**Cell outlines without signal wires**

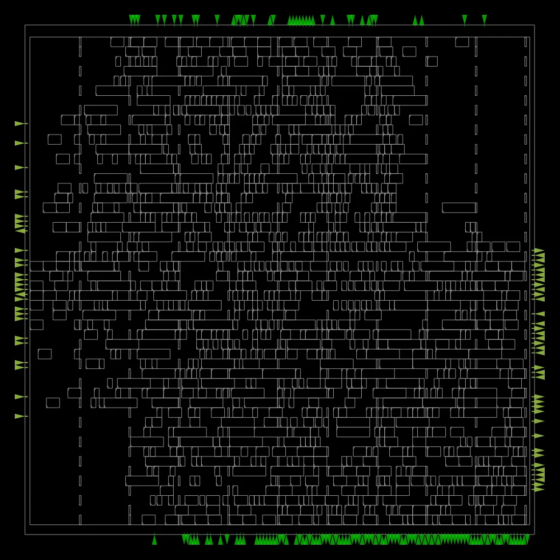
**Sequential cells coloured by netlist name**

Scale bar: 50 µm.
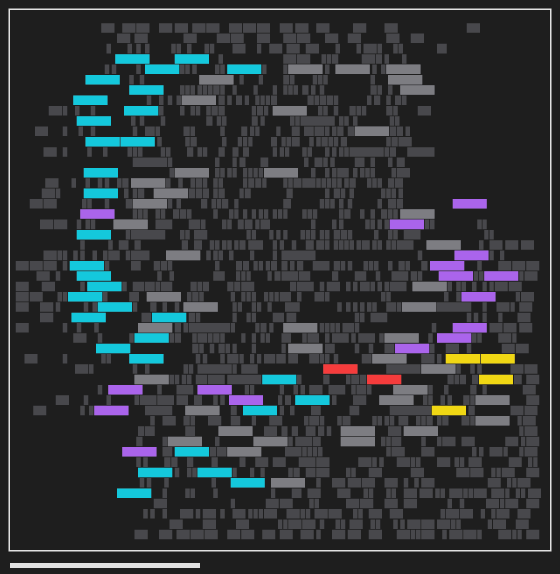
**Clock network drawn from the DEF**

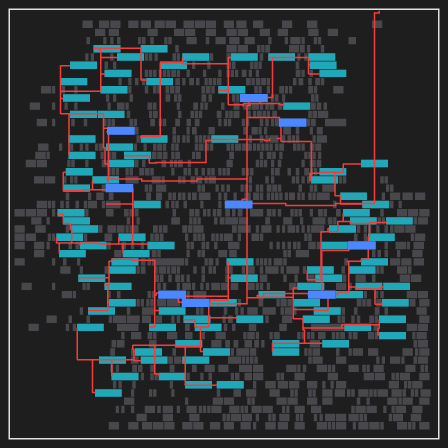
**Drive-strength map**

Scale bar: 50 µm.
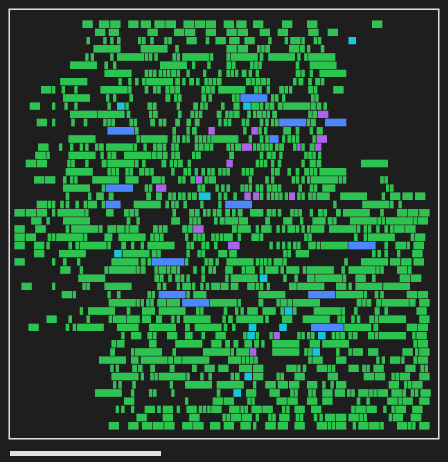
**Routed metal per tile**

The die is cut into 28 by 28 equal tiles; dark blue is low, red is high, scaled to the fullest tile. Values are wire area over tile area, all layers added.
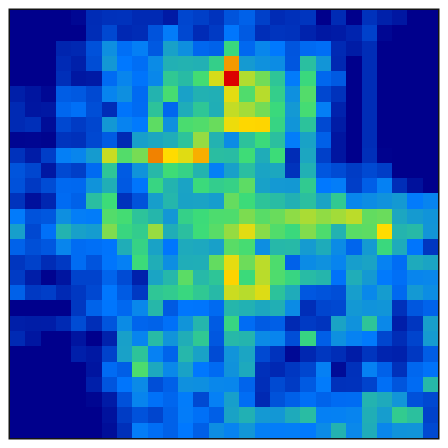
[src/rtl/sad_buf_fill_ctrl.sv]
// sad_buf_fill_ctrl: fills the two SAD operand buffers (A = window, B = frame)
// from data memory over a read port shared with the pipeline MEM stage.
// Rows are read one 32-bit word at a time. Each read returns exactly one
// cycle later and is written into the buffer row its tag names.
// all_buf_flags releases the decode-stage stall once both buffers are valid.
// Optional feature macro: SAD_BUF_FILL_STATS_EN adds the 16-bit stall_cnt
// output, a saturating count of fill cycles blocked by mem_busy.
module sad_buf_fill_ctrl #(
  parameter int ROWS = 4,
  parameter int RW   = 2
) (
  input  logic            Clk,
  input  logic            Rst_n,
  input  logic            start,
  input  logic [31:0]     base_a,
  input  logic [31:0]     base_b,
  input  logic [15:0]     stride,
  input  logic            mem_busy,
  output logic            mem_rd,
  output logic [31:0]     mem_addr,
  input  logic [31:0]     mem_rdata,
  output logic            buf_we,
  output logic            buf_sel,
  output logic [RW-1:0]   buf_row,
  output logic [31:0]     buf_wdata,
  output logic [ROWS-1:0] flags_a,
  output logic [ROWS-1:0] flags_b,
  output logic            all_buf_flags,
`ifdef SAD_BUF_FILL_STATS_EN
  output logic [15:0]     stall_cnt,
`endif
  output logic            busy
);

  typedef enum logic [1:0] {
    IDLE   = 2'd0,
    FILL_A = 2'd1,
    FILL_B = 2'd2,
    DRAIN  = 2'd3
  } stateE;

  localparam logic [RW-1:0] LAST_ROW = RW'(ROWS - 1);

  stateE           state_q, state_d;
  logic [31:0]     ptr_q, ptr_d;
  logic [RW-1:0]   row_q, row_d;
  logic [31:0]     baseB_q, baseB_d;
  logic [31:0]     stride_q, stride_d;
  logic            tagValid_q, tagValid_d;
  logic            tagSel_q, tagSel_d;
  logic [RW-1:0]   tagRow_q, tagRow_d;
  logic [ROWS-1:0] flagsA_q, flagsA_d;
  logic [ROWS-1:0] flagsB_q, flagsB_d;

  logic inFill;
  logic issue;
  logic writeEn;

  // Issue/return qualifiers shared by the next-state logic and the outputs
  always_comb begin
    inFill  = (state_q == FILL_A) || (state_q == FILL_B);
    issue   = inFill && !mem_busy;
    writeEn = tagValid_q && !start;
  end

  // Next-state logic: sequencing, pointer walk, return tag and flag updates;
  // a start pulse overrides everything else and kills any in-flight read
  always_comb begin
    state_d    = state_q;
    ptr_d      = ptr_q;
    row_d      = row_q;
    baseB_d    = baseB_q;
    stride_d   = stride_q;
    flagsA_d   = flagsA_q;
    flagsB_d   = flagsB_q;
    tagValid_d = issue;
    tagSel_d   = (state_q == FILL_B);
    tagRow_d   = row_q;

    if (writeEn) begin
      if (tagSel_q) begin
        flagsB_d[tagRow_q] = 1'b1;
      end else begin
        flagsA_d[tagRow_q] = 1'b1;
      end
    end

    case (state_q)
      IDLE: begin
        state_d = IDLE;
      end
      FILL_A: begin
        if (issue) begin
          if (row_q == LAST_ROW) begin
            ptr_d   = baseB_q;
            row_d   = '0;
            state_d = FILL_B;
          end else begin
            ptr_d = ptr_q + stride_q;
            row_d = row_q + RW'(1);
          end
        end
      end
      FILL_B: begin
        if (issue) begin
          ptr_d = ptr_q + stride_q;
          row_d = row_q + RW'(1);
          if (row_q == LAST_ROW) begin
            state_d = DRAIN;
          end
        end
      end
      DRAIN: begin
        state_d = IDLE;
      end
      default: begin
        state_d = IDLE;
      end
    endcase

    if (start) begin
      state_d    = FILL_A;
      ptr_d      = base_a;
      row_d      = '0;
      baseB_d    = base_b;
      stride_d   = {16'h0000, stride};
      flagsA_d   = '0;
      flagsB_d   = '0;
      tagValid_d = 1'b0;
    end
  end

  // State, pointer, latched configuration, return tag and flag registers
  always_ff @(posedge Clk or negedge Rst_n) begin
    if (!Rst_n) begin
      state_q    <= IDLE;
      ptr_q      <= '0;
      row_q      <= '0;
      baseB_q    <= '0;
      stride_q   <= '0;
      tagValid_q <= 1'b0;
      tagSel_q   <= 1'b0;
      tagRow_q   <= '0;
      flagsA_q   <= '0;
      flagsB_q   <= '0;
    end else begin
      state_q    <= state_d;
      ptr_q      <= ptr_d;
      row_q      <= row_d;
      baseB_q    <= baseB_d;
      stride_q   <= stride_d;
      tagValid_q <= tagValid_d;
      tagSel_q   <= tagSel_d;
      tagRow_q   <= tagRow_d;
      flagsA_q   <= flagsA_d;
      flagsB_q   <= flagsB_d;
    end
  end

`ifdef SAD_BUF_FILL_STATS_EN
  logic [15:0] stallCnt_q, stallCnt_d;

  // Saturating count of fill cycles where the pipeline holds the read port
  always_comb begin
    stallCnt_d = stallCnt_q;
    if (start) begin
      stallCnt_d = '0;
    end else if (inFill && mem_busy && (stallCnt_q != 16'hFFFF)) begin
      stallCnt_d = stallCnt_q + 16'd1;
    end
  end

  // Stall counter register
  always_ff @(posedge Clk or negedge Rst_n) begin
    if (!Rst_n) begin
      stallCnt_q <= '0;
    end else begin
      stallCnt_q <= stallCnt_d;
    end
  end

  assign stall_cnt = stallCnt_q;
`endif

  assign mem_rd        = issue;
  assign mem_addr      = ptr_q;
  assign buf_we        = writeEn;
  assign buf_sel       = writeEn & tagSel_q;
  assign buf_row       = writeEn ? tagRow_q : '0;
  assign buf_wdata     = writeEn ? mem_rdata : '0;
  assign flags_a       = flagsA_q;
  assign flags_b       = flagsB_q;
  assign all_buf_flags = (&flagsA_q) & (&flagsB_q);
  assign busy          = (state_q != IDLE);

endmodule

[config.mk]
export PLATFORM = sky130hd
export DESIGN_NAME = sad_buf_fill_ctrl
export DESIGN_NICKNAME = d
export VERILOG_FILES = /design/src/rtl/sad_buf_fill_ctrl.sv
export SDC_FILE = /design/constraint.sdc
export NUM_CORES = 1
export LEC_CHECK = 0
export ABC_AREA = 1
export ABC_CLOCK_PERIOD_IN_PS = 2600
export CAP_MARGIN = 30
export CORE_UTILIZATION = 32
export CTS_CLUSTER_SIZE = 8
export DETAILED_ROUTE_END_ITERATION = 16
export PLACE_DENSITY = 0.61
export SLEW_MARGIN = 40
export SYNTH_ARGS = -nofsm -noshare
export SYNTH_HDL_FRONTEND = slang
export SYNTH_SLANG_ARGS = --single-unit
[constraint.sdc]
create_clock -name Clk -period 2.6 [get_ports Clk]
set_input_delay 0.39 -clock Clk [delete_from_list [all_inputs] [get_ports Clk]]
set_output_delay 0.39 -clock Clk [all_outputs]
set_load 0.005 [all_outputs]
==> results.tsv <==
stage	metric	value	unit
worst_setup_path	worstPathMaxFanout	34	
clocking	cts_root_buffer	clkbuf_16	
final_layout	logic_gate_count	692	
floorplan	io_pins	195	
power_and_ir_drop	power_leader	combinational logic	
yosys	top_cell_area_share	38.25	%
final_layout	nNetsFinal	1286	
yosys	fa_ha_area_share	4.304	%
final_layout	layout_top_cells	nand2_1 (370), clkdlybuf4s50_1 (192), inv_1 (142), nor2_1 (117), dfrtp_1 (96)	
sta	fin_tns_setup	0	ns
clocking	cts_buffers	9	
sta	worst_pin_slew	0.7333	ns
power_and_ir_drop	p_comb_share	48.6	%
yosys	synth-edff-count	0	
worst_setup_path	timing.critical_path.mode_cell	nor2_1	
yosys	xor_area_share	1.534	%
yosys	syn_inst	964	
sta	setup_viol	0	
final_layout	layout.nonclk_buf_share	23.13	%
yosys	simple_gate_share	37.06	%
yosys	top_area_cell	dfrtp_1	
min_path	hold_path_class	register to register	
worst_setup_path	arrival	1.87	ns
placed_design	dp_hpwl	15.45	mm
yosys	ys_seq_share	38.25	%
clocking	clockBufferDepth	2	
power_and_ir_drop	p_comb	3510	µW
power_and_ir_drop	power_frac_seq	31.1	%
power_and_ir_drop	netSwitchingPower	2997	µW
yosys	synth_area	6280	µm²
outcome	status	completed	
routing	drt-wirelength-per-cell	14.05	µm
worst_setup_path	slowest_stage	clkdlybuf4s50_1	
yosys	ys_warn_count	0	
floorplan	num_rows	50	
yosys	synthMostInstantiatedCell	nand2_1	
floorplan	die_h	142.1	µm
sta	maxSlewHeadroom	51.11	%
clocking	clkSinkCount	96	
sta	post-route-period-util	86.83	%
yosys	ys_sh_mux	0	%
worst_setup_path	end_kind	primary output	
sta	fmaxAchievable	0.4429	GHz
grt	overflow	0	
yosys	yosys_most_used_dff	dfrtp_1	
routing	ant_nets	0	
sta	post-route-min-period	2.258	ns
placed_design	dp_slack	0.4709	ns
power_and_ir_drop	p_leak	0.004632	µW
grt	grt_pass1_wl	32.30	mm
placed_design	dp_cells	1397	
placed_design	portBuffers	194	
job	cap_viol_max_count	0	
placed_design	gp_congestion	0.8888	
worst_setup_path	slowest_delay	0.52	ns
worst_setup_path	required	2.21	ns
final_layout	logic_area	3198	µm²
power_and_ir_drop	finalPower	7218	µW
floorplan	dieArea	20190	µm²
yosys	synth.avg_cell_area	6.514	µm²
About 'cell outlines without signal wires':
num tapcells: 260
CORE AREA: 18960 µm²
FFs & Latches: 96

About 'sequential cells coloured by netlist name':
| signal | colour | placed flops |
|---|---|---|
| `flags_a` | yellow | 4 |
| `row_q` | red | 2 |
| `stride_q` | purple | 16 |
| `baseB_q` | cyan | 32 |
not coloured: 42
Reg area: 2402 µm²
fraction of area in registers: 27.21%

About 'clock network drawn from the DEF':
[flip-flops] cyan | count: 96
[cells driving clock nets] blue | count: 9
[clock wires] red | length: 1370 µm
flops lie: widely spread
routed clock nets: 10
clock power share: 20.2%
Clk. pwr: 1460 µW
Final Skew: 0.005880 ns
clk latency late pin: 0.35 ns

About 'drive-strength map':
| size | colour | cells | most used |
|---|---|---|---|
| drive 2 | purple | 17 | nor2_2 |
| drive 1 or less | green | 1108 | nand2_1 |
| drive 3 to 4 | cyan | 14 | buf_4 |
| drive 6 and up | blue | 14 | clkbuf_16 |
Non-clock buffers: 206
Area Overhead vs Synth: 40.57%
cell area after layout: 8827 µm²
final worst setup slack: 0.3424 ns

About 'routed metal per tile':
tiles over half the peak: 9.9%
mean over tiles: 0.16
densest ninth of the die: centre
routed via count: 6449
Post-Route WL: 19.85 mm
GR Util All Layers: 20.57%

## layer usage
layer | up-vias | global-route usage (%) | wire length, µm | share of wire, %
met4 | 0 | 4.697 | 234 | 1.2
met1 | 2929 | 28.89 | 9307 | 47
met3 | 18 | 3.937 | 1328 | 6.7
met5 | - | 0 | 0 | 0
li1 | 3314 | - | - | -
met2 | 188 | 32.56 | 8982 | 45
## path summary, 6_finish.rpt
kind / cells past startpoint / to / slack [ns] / from
max in group asynchronous: 3 / stride_q[3] / 1.48 / Rst_n
min reg2reg: 0 / tagRow_q[0] / 0.43 / row_q[0]
max reg2reg: 14 / mem_addr[26] / 0.45 / mem_addr[0]
max: 6 / buf_wdata[18] / 0.34 / tagValid_q
min in group asynchronous: 2 / mem_addr[17] / 0.52 / Rst_n
min: 0 / tagRow_q[0] / 0.43 / row_q[0]
Power figures rest on the tool's default switching activity, not on a simulated workload.
